$ cat src/rtl/inst_fetch.sv
// rtl/inst_fetch.sv - RV32IC instruction fetch unit with prefetch queue and redirect flush
//
// Issues word-aligned reads to instruction RAM, buffers the returned words in a
// DEPTH-entry prefetch queue and presents one aligned instruction (16-bit RVC or
// 32-bit, including 32-bit instructions straddling a word boundary) per handshake.
// A redirect flushes the queue and drops every response still in flight.
//
// Ports:
//   clk_i            clock
//   rst_n_i          asynchronous active-low reset
//   iram_rd_en_o     read request valid
//   iram_rd_addr_o   read request address (word aligned)
//   iram_rd_ready_i  read request accepted when en & ready
//   iram_rd_valid_i  read response valid (in request order, latency >= 1)
//   iram_rd_data_i   read response word (little-endian halfwords)
//   redirect_i       flush and restart fetch at redirect_pc_i
//   redirect_pc_i    new PC (bit 0 forced to 0)
//   inst_valid_o     inst_data_o / inst_pc_o hold a complete instruction
//   inst_ready_i     decode consumes the instruction when valid & ready
//   inst_data_o      instruction (RVC zero-extended into [31:16])
//   inst_pc_o        PC of inst_data_o

module inst_fetch #(
    parameter int              XLEN     = 32,
    parameter int              DEPTH    = 4,
    parameter logic [XLEN-1:0] RESET_PC = '0
) (
    input  logic            clk_i,
    input  logic            rst_n_i,
    output logic            iram_rd_en_o,
    output logic [XLEN-1:0] iram_rd_addr_o,
    input  logic            iram_rd_ready_i,
    input  logic            iram_rd_valid_i,
    input  logic [31:0]     iram_rd_data_i,
    input  logic            redirect_i,
    input  logic [XLEN-1:0] redirect_pc_i,
    output logic            inst_valid_o,
    input  logic            inst_ready_i,
    output logic [31:0]     inst_data_o,
    output logic [XLEN-1:0] inst_pc_o
);

    localparam int CW = $clog2(DEPTH + 1);
    localparam int PW = (DEPTH > 1) ? $clog2(DEPTH) : 1;

    localparam logic [XLEN-1:0] HALF_MASK = ~XLEN'(1);
    localparam logic [XLEN-1:0] WORD_MASK = ~XLEN'(3);
    localparam logic [CW:0]     CREDITS   = (CW + 1)'(DEPTH);
    localparam logic [PW-1:0]   LAST_PTR  = PW'(DEPTH - 1);

    typedef enum logic [1:0] {
        IDLE,
        FETCH,
        DRAIN
    } state_t;

    state_t          state;
    logic [XLEN-1:0] fetch_addr;
    logic [XLEN-1:0] pc_q;
    logic            hoff;
    logic [CW-1:0]   outstanding;
    logic [CW-1:0]   discard;
    logic [CW-1:0]   count;
    logic [PW-1:0]   rd_ptr;
    logic [PW-1:0]   wr_ptr;
    logic [31:0]     queue [DEPTH];

    function automatic logic [PW-1:0] ptr_inc(input logic [PW-1:0] p);
        return (p == LAST_PTR) ? '0 : p + 1'b1;
    endfunction

    // Head extraction
    logic [31:0] head;
    logic [15:0] next_lo;
    logic [15:0] half;
    logic        is_rvc;
    logic        need_two;

    always_comb begin
        head     = queue[rd_ptr];
        next_lo  = queue[ptr_inc(rd_ptr)][15:0];
        half     = hoff ? head[31:16] : head[15:0];
        is_rvc   = (half[1:0] != 2'b11);
        // A 32-bit instruction starting in the upper half needs the next word too.
        need_two = hoff & ~is_rvc;
    end

    assign inst_valid_o = (count != '0) && (!need_two || (count >= CW'(2)));
    assign inst_pc_o    = pc_q;

    always_comb begin
        inst_data_o = '0;
        if (inst_valid_o) begin
            if (is_rvc)
                inst_data_o = {16'h0, half};
            else if (hoff)
                inst_data_o = {next_lo, head[31:16]};
            else
                inst_data_o = head;
        end
    end

    // Request issue: credits cover both buffered words and words still in flight,
    // so a returning response always finds a free queue slot.
    logic          issue;
    logic          resp;
    logic          push;
    logic          consume;
    logic          pop;
    logic [CW-1:0] discard_load;

    assign iram_rd_en_o   = (state == FETCH) && !redirect_i &&
                            (({1'b0, count} + {1'b0, outstanding}) < CREDITS);
    assign iram_rd_addr_o = fetch_addr;

    assign issue        = iram_rd_en_o & iram_rd_ready_i;
    assign resp         = iram_rd_valid_i;
    assign push         = resp && (discard == '0) && !redirect_i;
    assign consume      = inst_valid_o && inst_ready_i && !redirect_i;
    // Only an RVC in the lower half leaves part of the head word unused.
    assign pop          = consume && (hoff || !is_rvc);
    // The response arriving in the redirect cycle is dropped right away.
    assign discard_load = outstanding - CW'(resp);

    always_ff @(posedge clk_i or negedge rst_n_i) begin
        if (!rst_n_i) begin
            state <= IDLE;
        end else begin
            case (state)
                IDLE:  state <= FETCH;
                FETCH: if (redirect_i && discard_load != '0) state <= DRAIN;
                DRAIN: begin
                    if (redirect_i)
                        state <= DRAIN;
                    else if (discard == '0 || (resp && discard == CW'(1)))
                        state <= FETCH;
                end
                default: state <= IDLE;
            endcase
        end
    end

    always_ff @(posedge clk_i or negedge rst_n_i) begin
        if (!rst_n_i) begin
            fetch_addr  <= RESET_PC & WORD_MASK;
            pc_q        <= RESET_PC & HALF_MASK;
            hoff        <= RESET_PC[1];
            outstanding <= '0;
            discard     <= '0;
            count       <= '0;
            rd_ptr      <= '0;
            wr_ptr      <= '0;
        end else if (redirect_i) begin
            fetch_addr  <= redirect_pc_i & WORD_MASK;
            pc_q        <= redirect_pc_i & HALF_MASK;
            hoff        <= redirect_pc_i[1];
            outstanding <= discard_load;
            discard     <= discard_load;
            count       <= '0;
            rd_ptr      <= '0;
            wr_ptr      <= '0;
        end else begin
            if (issue)
                fetch_addr <= fetch_addr + XLEN'(4);
            outstanding <= outstanding + CW'(issue) - CW'(resp);
            if (resp && discard != '0)
                discard <= discard - CW'(1);
            if (push)
                wr_ptr <= ptr_inc(wr_ptr);
            if (pop)
                rd_ptr <= ptr_inc(rd_ptr);
            count <= count + CW'(push) - CW'(pop);
            if (consume) begin
                pc_q <= pc_q + (is_rvc ? XLEN'(2) : XLEN'(4));
                if (is_rvc)
                    hoff <= ~hoff;
            end
        end
    end

    // Queue storage needs no reset; occupancy gates everything read from it.
    always_ff @(posedge clk_i) begin
        if (push)
            queue[wr_ptr] <= iram_rd_data_i;
    end

endmodule
$ cat config.mk
export PLATFORM = sky130hd
export DESIGN_NAME = inst_fetch
export DESIGN_NICKNAME = d
export VERILOG_FILES = /design/src/rtl/inst_fetch.sv
export SDC_FILE = /design/constraint.sdc
export NUM_CORES = 1
export LEC_CHECK = 0
export ABC_AREA = 0
export CAP_MARGIN = 40
export CORE_MARGIN = 5
export CORE_UTILIZATION = 44
export DETAILED_ROUTE_END_ITERATION = 16
export PLACE_DENSITY = 0.67
export SYNTH_ARGS = -nofsm -noshare
export SYNTH_HDL_FRONTEND = slang
export SYNTH_SLANG_ARGS = --single-unit
$ cat constraint.sdc
create_clock -name clk_i -period 4.4 [get_ports clk_i]
set_input_delay 0.88 -clock clk_i [delete_from_list [all_inputs] [get_ports clk_i]]
set_output_delay 0.88 -clock clk_i [all_outputs]
set_load 0.05 [all_outputs]
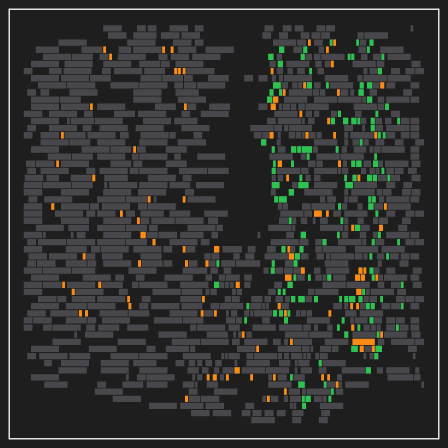
(selected gate families)
| color | family | cells | where |
|---|---|---|---|
| orange | nor cells | 98 | spread over the die |
| green | nand cells | 135 | a column on the right |

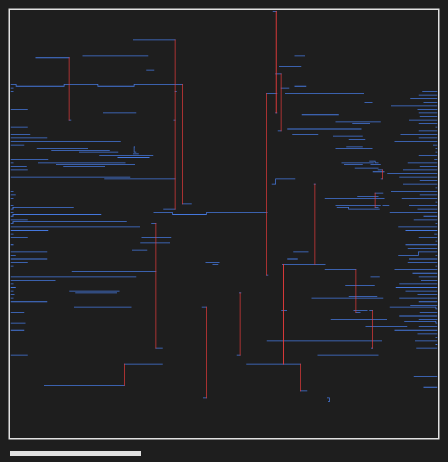
(wiring by layer)
Scale bar: 50 um. Two of the layers only.
| color | layer | wire length |
|---|---|---|
| red | metal 4 | 496 um |
| blue | metal 3 | 2,210 um |

==> results.toml <==
# flow metrics
[place]
dpl.hpwl_mm = 18.19
portBuffers = 163

[synth]
synthFlopType = "edfxtp_1"
yosysWarnings = 0
avgSynthCellArea_um2 = 12.55
async_flop_share_pct = 37.56
synthCells = 825
yosys_area_um2 = 10360
ys.flops = 205
top_cells_by_area = "edfxtp_1 (37%), dfrtp_1 (19%), mux4_2 (10%), mux2i_1 (3.6%), nor2_1 (2.8%)"
largest_area_cell = "edfxtp_1"
post-synth-top-count-cell = "edfxtp_1"
ys_cells = 825
yosysUniqueCellTypes = 66
top_cell_area_share_pct = 37.11

[status]
status = "finished clean"

[final_layout]
logic_gate_count = 544
clkCellAreaFrac_pct = 6.167
lay_top_cells = "clkdlybuf4s50_1 (128), edfxtp_1 (128), nor2_1 (77)"
logic_area_um2 = 4279
fillers = 1848
comb_area_share_pct = 31.48
largest_cell_class = "sequential cells"
max_flop_register = "queue"
diodes = 0
fin_nets = 1087
flop-count = 205
nonClkBufAreaFrac_pct = 16.15
largest_reg_flops = 128
nNonClkBuffers = 190
area_growth_pct = 31.25

[setup_path]
crit_fanout = 25
path_buffers = 3
r2r_slack_ns = 0.38
critical-path-max-stage-delay_ns = 0.50
worstReg2RegEnd = "inst_pc_o[25]"
reg2regPathDepth = 15
cp_slowest_cell = "mux4_2"
crit_arrival_ns = 3.16
end_kind = "output pin"
cp_top_family = "buffers and inverters"

[global_route]
grtUsageMet1_pct = 27.28
antenna_found_initial = 0
grt_pass1_wl_mm = 42.46
use_met3_pct = 4.365
grt_pass1_vias = 7728
grt_overflow_total = 0

[sta]
setup_tns_ns = 0
finalCriticalPeriod_ns = 4.037
rsz0062_at_grt = "false"
worst_pin_slew_ns = 0.8302
finalCritPeriodShare_pct = 91.76

[routing]
drt_wl_total_mm = 26.62
routed_via_density = 5.763
first_pass_iters = 5
vias = 7670

[cts]
cts_tree = "yes"
cts_resized = 0
clkLatencyLatePin_ns = 0.53
clkSinkCount = 205
root_buffer = "clkbuf_16"
cts.clk_slew.worst_paths_ns = 0.06

[floorplan]
taps = 319
die_w_um = 163.4
core-area_um2 = 23330
io_pins = 168

[power_and_ir_drop]
clock_power_share_pct = 29.3
pwr-share-seq_pct = 34.1
p_int_mw = 4.508
swShare_pct = 35.38
leakage_nw = 4.945
pwr-share-comb_pct = 36.5

[job]
maxCapViolations = 0
warnings = 32

[min_path]
hold_path.class = "in -> async"
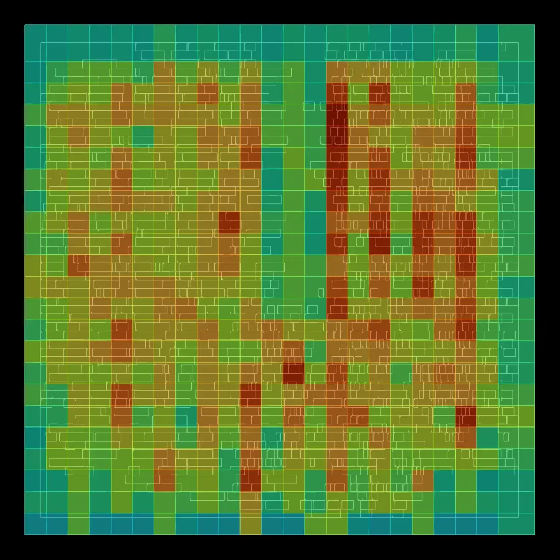
(congestion heat map)
Avg WL per Cell: 20.00 um
fin util: 58.26%
overall routing resource usage: 19.96%
GR Util met2: 33.09%

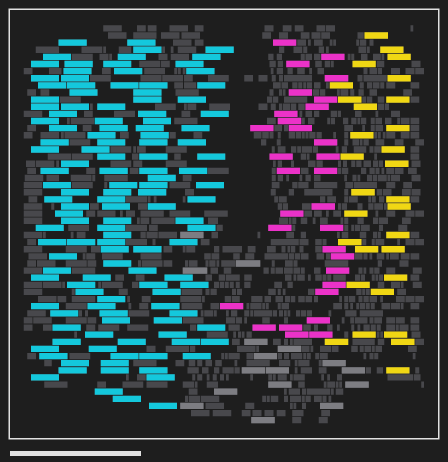
(sequential cells grouped by signal name)
Scale bar: 50 um. Other sequential cells in the stronger gray, the rest of the logic in the fainter gray.
| color | name in the netlist | flops |
|---|---|---|
| magenta | `inst_pc_o` | 31 |
| cyan | `queue` | 128 |
| yellow | `iram_rd_addr_o` | 30 |

-- power groups by stage --
stage	Clock [mW]	Combinational (mW)	Sequential, mW
finish	2.05	2.55	2.38
global route	2.17	2.72	2.41
CTS	2.10	2.57	2.38
detailed placement	0	2.56	2.42
global placement	0	2.53	2.41
floorplan	0	1.33	2.63
-- stage by stage --
| stage | power (mW) | cells | hold slack (ns) | setup WS (ns) | area [um2] |
|---|---|---|---|---|---|
| final | 6.975 | 1331 | 0.2894 | 0.3626 | 13590 |
| after CTS | 7.047 | 1331 | 0.2707 | 0.2632 | 13590 |
| after global placement | 4.943 | 1284 | 0.4711 | 0.3783 | 12710 |
| after floorplan | 3.968 | 827 | 0.4474 | 0.7336 | 10360 |
| after global routing | 7.302 | 1331 | 0.2923 | 0.09682 | 13590 |
| after detailed placement | 4.973 | 1287 | 0.4798 | 0.3976 | 12750 |
-- how the worst max path moves through the flow --
| stage | startpoint | endpoint | slack (ns) |
|---|---|---|---|
| 2_1_floorplan | rd_ptr[1] | inst_pc_o[25] | 0.73 |
| 3_3_place_gp | rd_ptr[1] | inst_pc_o[25] | 0.38 |
| 3_5_place_dp | rd_ptr[1] | inst_pc_o[25] | 0.40 |
| 4_1_cts | rd_ptr[0] | inst_data_o[28] | 0.26 |
| 5_1_grt | rd_ptr[1] | inst_pc_o[25] | 0.1 |
| 6_report | rd_ptr[0] | inst_data_o[28] | 0.36 |
-- cell families after synthesis --
logic type | synth area share [%]
and+or+nand+nor | 13.56
DFF | 55.72
AOI/OAI and AO/OA | 9.629
muxes | 13.91
buffers and inverters | 3.226
adders and majority gates | 2.996
xor gates and xnor gates | 0.9303
other | 0.03621
-- metal layers --
layer	routed length, um	vias to the layer above
met5	0	-
met4	496	0
met3	2205	39
met2	12590	294
met1	11320	3777
li1	-	3560
Power and IR drop assume default switching activity.
